`src/rtl/mem_dma_pkg.sv`:
```
// Shared types and constants for the memory DMA engine.
// Holds the FSM encoding, transfer modes and I/O addresses.
package mem_dma_pkg;

  typedef enum logic [1:0] {
    IDLE,
    READ,
    WRITE,
    DONE
  } state_t;

  localparam logic MODE_COPY = 1'b0;
  localparam logic MODE_FILL = 1'b1;

  localparam logic [31:0] IO_SWITCHES = 32'hC000_0000;
  localparam logic [31:0] IO_LEDS     = 32'hC000_0004;

  function automatic logic misaligned(
    input logic        m,
    input logic [31:0] s,
    input logic [31:0] d
  );
    return ((m == MODE_COPY) && (s[1:0] != 2'b00)) ||
           (d[1:0] != 2'b00);
  endfunction

endpackage

```
`src/rtl/mem_dma.sv`:
```
// Word DMA engine: copy or fill over a single memory data port.
// Copy costs a READ and a WRITE per word, fill one WRITE per word.
module mem_dma
  import mem_dma_pkg::*;
#(
  parameter int LEN_W = 16
) (
  input  logic             clk,
  input  logic             reset,
  input  logic             start,
  input  logic             mode,
  input  logic [31:0]      src,
  input  logic [31:0]      dst,
  input  logic [LEN_W-1:0] len,
  input  logic [31:0]      fill_val,
  output logic [31:0]      mem_a,
  output logic             mem_we,
  output logic [31:0]      mem_wd,
  input  logic [31:0]      mem_rd,
  output logic             busy,
  output logic             done,
  output logic             err,
  output logic [LEN_W-1:0] count
);

  localparam logic [LEN_W-1:0] ONE = LEN_W'(1);

  state_t           state;
  logic [31:0]      src_ptr;
  logic [31:0]      dst_ptr;
  logic [31:0]      data_r;
  logic [31:0]      fill_r;
  logic [LEN_W-1:0] len_r;
  logic             mode_r;
  logic             err_r;
  logic [LEN_W-1:0] cnt_nxt;

  assign cnt_nxt = count + ONE;

  always_ff @(posedge clk or negedge reset) begin
    if (!reset) begin
      state   <= IDLE;
      src_ptr <= '0;
      dst_ptr <= '0;
      data_r  <= '0;
      fill_r  <= '0;
      len_r   <= '0;
      mode_r  <= MODE_COPY;
      err_r   <= 1'b0;
      count   <= '0;
    end else begin
      err_r <= 1'b0;
      unique case (state)
        IDLE: begin
          if (start) begin
            src_ptr <= src;
            dst_ptr <= dst;
            len_r   <= len;
            mode_r  <= mode;
            fill_r  <= fill_val;
            count   <= '0;
            if (misaligned(mode, src, dst))
              err_r <= 1'b1;
            else if (len == '0)
              state <= DONE;
            else if (mode == MODE_FILL)
              state <= WRITE;
            else
              state <= READ;
          end
        end
        READ: begin
          data_r <= mem_rd;
          state  <= WRITE;
        end
        WRITE: begin
          count   <= cnt_nxt;
          dst_ptr <= dst_ptr + 32'd4;
          if (mode_r == MODE_COPY)
            src_ptr <= src_ptr + 32'd4;
          if (cnt_nxt == len_r)
            state <= DONE;
          else if (mode_r == MODE_COPY)
            state <= READ;
        end
        DONE: state <= IDLE;
      endcase
    end
  end

  // Outputs decode straight from state so reset silences the port at once.
  assign busy   = (state != IDLE);
  assign done   = (state == DONE);
  assign err    = err_r;
  assign mem_we = (state == WRITE);

  always_comb begin
    mem_a  = '0;
    mem_wd = '0;
    case (state)
      READ:  mem_a = src_ptr;
      WRITE: begin
        mem_a  = dst_ptr;
        mem_wd = (mode_r == MODE_FILL) ? fill_r : data_r;
      end
      default: ;
    endcase
  end

endmodule

```
`config.mk`:
```
export PLATFORM = sky130hd
export DESIGN_NAME = mem_dma
export DESIGN_NICKNAME = d
export VERILOG_FILES = /design/src/rtl/mem_dma_pkg.sv /design/src/rtl/mem_dma.sv
export SDC_FILE = /design/constraint.sdc
export NUM_CORES = 1
export LEC_CHECK = 0
export CAP_MARGIN = 20
export CORE_UTILIZATION = 40
export CTS_BUF_LIST = sky130_fd_sc_hd__clkbuf_4
export DETAILED_ROUTE_END_ITERATION = 8
export GPL_ROUTABILITY_DRIVEN = 0
export GPL_TIMING_DRIVEN = 0
export PLACE_DENSITY = 0.75
export REMOVE_ABC_BUFFERS = 1
export SYNTH_ARGS = -nofsm -noshare
export SYNTH_HDL_FRONTEND = slang
export SYNTH_SLANG_ARGS = --single-unit
```
`constraint.sdc`:
```
create_clock -name clk -period 2.1 [get_ports clk]
set_input_delay 0.42 -clock clk [delete_from_list [all_inputs] [get_ports clk]]
set_output_delay 0.42 -clock clk [all_outputs]
set_load 0.1 [all_outputs]
```
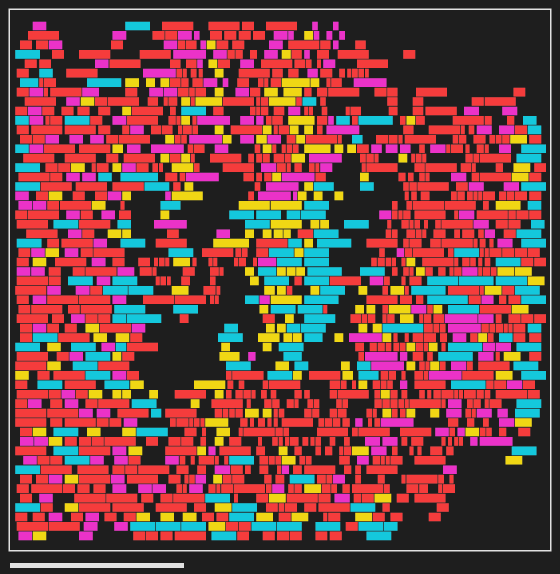
Fig. 1. Cell sizes after repair (run 1).
Bar = 50 µm.
drive 2: in magenta, cells 183, share 14%, most used mux2_2. drive 3 to 4: in yellow, cells 175, share 13%, most used buf_4. drive 1 or less: in red, cells 817, share 62%, most used clkdlybuf4s50_1. drive 6 and up: in cyan, cells 135, share 10%, most used buf_12.
Buffers, non-clock: 349
post-route cell area: 15300 µm²

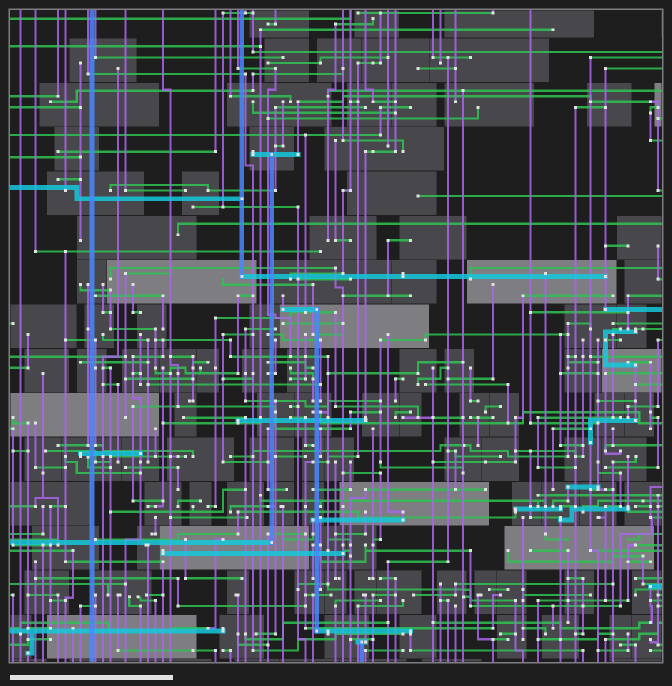
Fig. 2. Layout detail (run 1).
Bar = 10 µm. Window x 58 to 98, y 27 to 67 µm. Cells in grey, sequential cells in the stronger grey; small squares are vias.
met1: in green. met4: in blue. met2: in purple. met3: in cyan.
106 logic cells have their middle in the window. Sequential cells in the window: 8. Netlist names of flops here include `dst_ptr` (6), `src_ptr` (2). Most frequent: buf_4 (12), a21oi_1 (9).

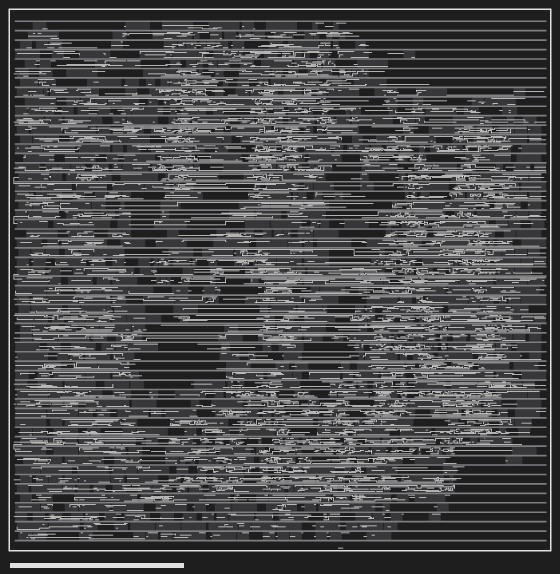
Fig. 3. M1 wires (run 1).
Bar = 50 µm. Supply wires on this layer in grey. Cells faint in the background.
The wires run mostly horizontal. 1281 nets have wire on it.

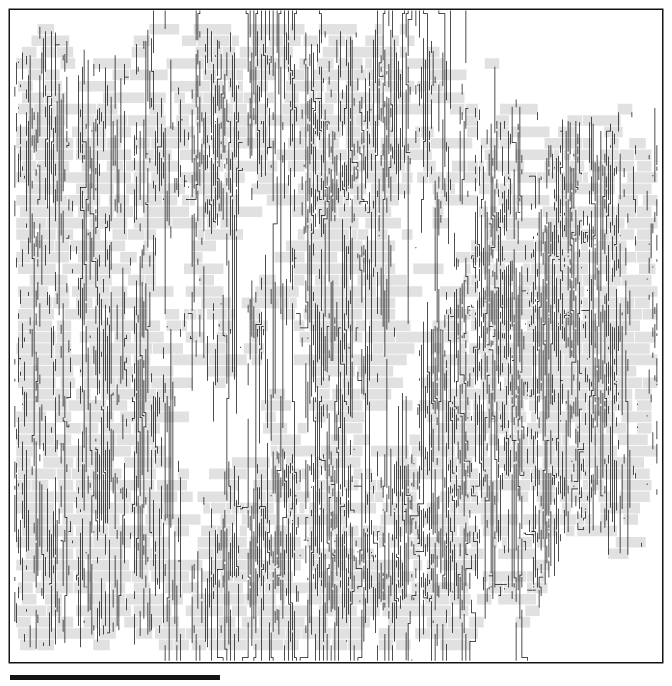
Fig. 4. M2 wires (run 1).
Bar = 50 µm. Cells faint in the background.
The layer holds 49% of the routed length. The layer carries 16700 µm of wire.

==> flow_metrics.tcl, run 1 <==
# place-and-route summary
set metrics [dict create \
    final-clk-cell-share 0.0206 \
    numCtsBuffers 17 \
    grt_max_degree 98 \
    area_dominant_class "multi-input combinational cells" \
    fin_ws_ns -0.407 \
    ys_seq_share 0.435 \
    synth_xor_xnor_area_share 0.0241 \
    busiest_layer "met2" \
    regToRegEndpoint "dst_ptr[31]" \
    grt_pass1_vias 9140 \
    numClockSinks 164 \
    flop_cell "dfrtp_1" \
    end_kind "output port" \
    timing.final.crit_share 1.19 \
    top_cells_by_area "dfrtp_1 44%, mux2_2 10%, mux2i_1 6.2%" \
    wl_met2_um 16700 \
    synthAoiAreaFrac 0.163 \
    dr.pass1.iters 5 \
    worst_slew_pin_slew_ns 0.679 \
    n_clock_buffer 17 \
    synth_cells 995 \
    clock_tree.buffer_depth 2 \
    final_core_util 0.666 \
    nonClkBufAreaFrac 0.285 \
    setup_viol 111 \
    regArea_um2 4130 \
    status "finished, violations left" \
    ctsResizeCount 827 \
    layout-area-overhead-vs-synth_pct 61.9 \
    synth.distinct_cells 49 \
    die_w_um 156 \
    path_class "reg2out" \
    clk_pin_slew_ns 0.17 \
    violations "negative setup slack" \
    ff_count 164 \
    slew_viol_final 0 \
    post-dp-hpwl_um 18800 \
    crit_chain "ha_4, buf_16, inv_8, clkbuf_16, nor2_4, buf_12" \
    cts_hold_buffers 1 \
    ys_cells 995 \
    diodes 2 \
    required_ns 1.68 \
    post_dp_cell_area_um2 12100 \
    crit_path_top_delay_cell "dfrtp_2" \
    synth_top_area_share 0.435 \
    timing_hold_violations_final 0 \
    synth-simple-area-share 0.162 \
    fillers 1710 \
    max_stage_delay_ns 0.49 \
    reg2reg_from "state[0]" \
    logic_gates 736 \
    wl_met3_um 3290 \
    first_iter_violations 646 \
    setup_tns_ns -29.53 \
    fin_cells 1625 \
    die_y_um 156 \
    yosysTopAreaCell "dfrtp_1" \
    rsz0062_at_grt "true" \
    core_um2 22900 \
    detail_route.wl_per_cell_um 21.2 \
    clock_latency_ns 0.58 \
    rrSetupSlack_ns -0.35 \
    place_ws_ns -2.68 \
    nWellTaps 313 \
    worst_setup_path_start_kind "register" \
    postSynthAreaPerCell_um2 9.48 \
    worst-path-buf-inv 4 \
    final_common_cell "clkdlybuf4s50_1" \
    setup.worst_path.start "state[1]" \
    nNetsFinal 1453 \
    drive_above_1_share 0.376 \
    synthTopLogicFamily "multiplexers" \
    route.vias.total 9373 \
    rr_worst_depth 12 \
    drcViolationCount 0 \
    cap_viol_max_count 0 \
    io_buffers 231 \
    antenna_left 0 \
    clockRootBuffer "clkbuf_4" \
]
[run 1: synth_stat cells, types with 3 or more instances]
cell type / number
dfrtp_1: 164
mux2_2: 87
nand2_1: 81
nor2_1: 78
o21ai_0: 66
mux2i_1: 58
a21oi_1: 55
clkbuf_1: 49
nand3_1: 41
a22oi_1: 34
o22ai_1: 32
nor2b_1: 31
inv_1: 29
and3_1: 21
a31oi_1: 18
xnor2_1: 16
buf_1: 14
nand4_1: 14
nor3_1: 14
xor2_1: 10
ha_1: 8
a21o_1: 7
a222oi_1: 7
a22o_1: 7
and4_1: 6
buf_2: 6
o31ai_1: 5
a211oi_1: 4
nor4_1: 4
and2_1: 3
nor4_4: 3
o2bb2ai_1: 3
## Run 2: what changed since run 1
--- a/config.mk
+++ b/config.mk
@@ -8,6 +8,7 @@
 export CAP_MARGIN = 20
 export CORE_UTILIZATION = 40
 export CTS_BUF_LIST = sky130_fd_sc_hd__clkbuf_4
+export CTS_CLUSTER_DIAMETER = 30
 export DETAILED_ROUTE_END_ITERATION = 8
 export GPL_ROUTABILITY_DRIVEN = 0
 export GPL_TIMING_DRIVEN = 0
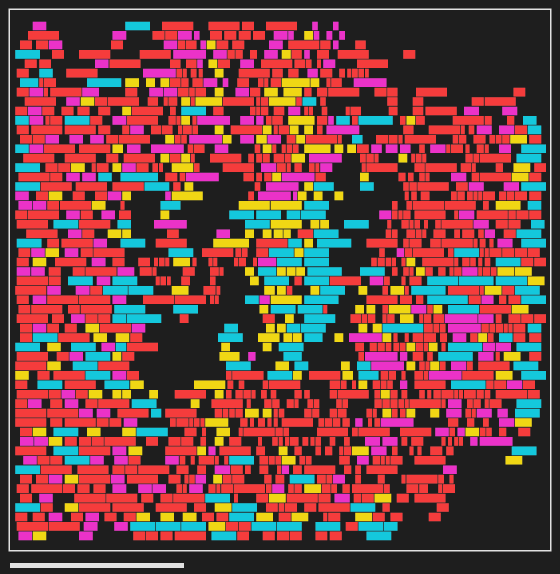
Fig. 5. Cell sizes after repair (run 2).
Bar = 50 µm.
drive 1 or less: in red, cells 817, share 62%, most used clkdlybuf4s50_1. drive 6 and up: in cyan, cells 135, share 10%, most used buf_12. drive 3 to 4: in yellow, cells 175, share 13%, most used buf_4. drive 2: in magenta, cells 183, share 14%, most used mux2_2.

==> run 2 against run 1 <==
Sequential share of layout area stayed put; critical path depth is the same; global-route usage did not move; clock-buffer cell count did not move; final cell count stayed put; critical path type unchanged; the run still ends with negative setup slack left; wire length is the same; maximum frequency is the same; register-to-register slack is essentially flat.
==> flow_metrics.tcl, run 2 <==
# place-and-route summary
set metrics [dict create \
    status "finished, violations left" \
    violations "negative setup slack" \
    synthAoiAreaFrac 0.163 \
    setup_viol 111 \
    final_common_cell "clkdlybuf4s50_1" \
    cp_num_cells 6 \
    final_cell_mix "145 x clkdlybuf4s50_1, 142 x dfrtp_1, 86 x mux2_2" \
    grt_pass1_vias 9140 \
    path_class "reg2out" \
    fin_cells 1625 \
    first_iter_violations 646 \
    layout-area-overhead-vs-synth_pct 61.9 \
    clock_tree.buffer_depth 2 \
    setup_tns_ns -29.53 \
    vias_per_cell 5.77 \
    required_ns 1.68 \
    antenna_found_initial 2 \
    nNetsFinal 1453 \
    cp_max_fo 15 \
    grt_pass1_wl_um 51000 \
    rsz0062_at_grt "true" \
    core_um2 22900 \
    setup.worst_path.start "state[1]" \
    cts_hold_buffers 1 \
    numClockSinks 164 \
    route.vias.total 9373 \
    finClkSkew_ns 0.0282 \
    synth_top_cell_by_count "dfrtp_1" \
    layout_min_cycle_time_ns 2.51 \
    yosys-mux-area-fraction 0.165 \
    clock_latency_ns 0.58 \
    antenna_left 0 \
    crit_chain "ha_4, buf_16, inv_8, clkbuf_16, nor2_4, buf_12" \
    postSynthAreaPerCell_um2 9.48 \
    synth_xor_xnor_area_share 0.0241 \
    die_w_um 156 \
    cts_tree "yes" \
    ys_cells 995 \
    netlist_area_um2 9430 \
    cp.arrival_ns 2.09 \
    grt_max_degree 98 \
    top_cells_by_area "dfrtp_1 44%, mux2_2 10%, mux2i_1 6.2%" \
    max_stage_delay_ns 0.49 \
    timing.slew.headroom 0.547 \
    yosysTopAreaCell "dfrtp_1" \
    timing.final.crit_share 1.19 \
    worst_setup_path_start_kind "register" \
    worst-path-buf-inv 4 \
    fp-utilization 0.412 \
    final_area_um2 15300 \
    async_flop_share 1.00 \
    edf_count 0 \
    io_buffers 231 \
    rrSetupSlack_ns -0.35 \
    grt_use_total 0.276 \
    crit_path_end "mem_wd[16]" \
    place_ws_ns -2.68 \
    warnings 31 \
    fa_ha_area_frac 0.0106 \
    synth_cells 995 \
    critPathTopFamily "buffers and inverters" \
    yosys_warnings 0 \
    clockRootBuffer "clkbuf_4" \
    fillers 1710 \
    crit_path_top_delay_cell "dfrtp_2" \
    post-dp-hpwl_um 18800 \
    worst_slew_pin_slew_ns 0.679 \
    end_kind "output port" \
    post_cts_buffers 50 \
    place_inst 1476 \
    boundaryPins 232 \
    timing.hold.ws_ns 0.358 \
    flop_cell "dfrtp_1" \
    synthTopLogicFamily "multiplexers" \
    ys_area_um2 9430 \
    dr.pass1.iters 5 \
    slew_viol_final 0 \
    ctsResizeCount 827 \
    post_dp_cell_area_um2 12100 \
    drive_above_1_share 0.376 \
    fmax_mhz 399 \
    synth.distinct_cells 49 \
    wl_um 34500 \
    ys_seq_share 0.435 \
    drcViolationCount 0 \
    synth-simple-area-share 0.162 \
    timing_hold_violations_final 0 \
    clk_pin_slew_ns 0.17 \
    cap_viol_max_count 0 \
    die_area_um2 24200 \
    regToRegEndpoint "dst_ptr[31]" \
    std_cell_rows 55 \
    synth_flops 164 \
    rr_worst_depth 12 \
    hold_class "in2async" \
    synth_top_area_share 0.435 \
    reg2reg_from "state[0]" \
    grt_overflow_total 0 \
    fin_ws_ns -0.407 \
    cts_max_level 4 \
    die_y_um 156 \
    netlist_top_cells_count "164 x dfrtp_1, 87 x mux2_2, 81 x nand2_1" \
    numCtsBuffers 17 \
]
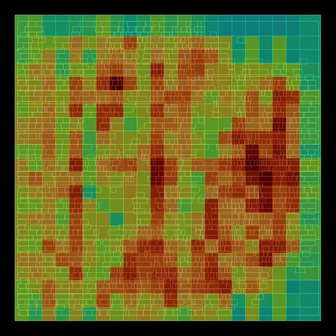
Fig. 6. Routing congestion (run 2).
met2 GRT Util: 0.460
final core occ: 0.666
Routed wire per std cell: 21.2 µm
GRT met1 Usage: 0.344

## run 2: layout make-up
type,count,area [µm²],area share
Inverter,29,123,0.00803
Sequential cell,164,4130,0.271
Multi-Input combinational cell,736,5960,0.390
Clock inverter,15,186,0.0122
Antenna cell,2,5.00,0.000328
Timing Repair Buffer,349,4340,0.285
Clock buffer,17,128,0.00836
Tap cell,313,392,0.0257
## run 2: layer usage
metal  track usage  vias up  share of wire
li1              -     4240              -
met1         0.344     4580           0.39
met2         0.460      474           0.49
met3        0.0808       79          0.095
met4        0.0854        0          0.030
met5             0        -              0
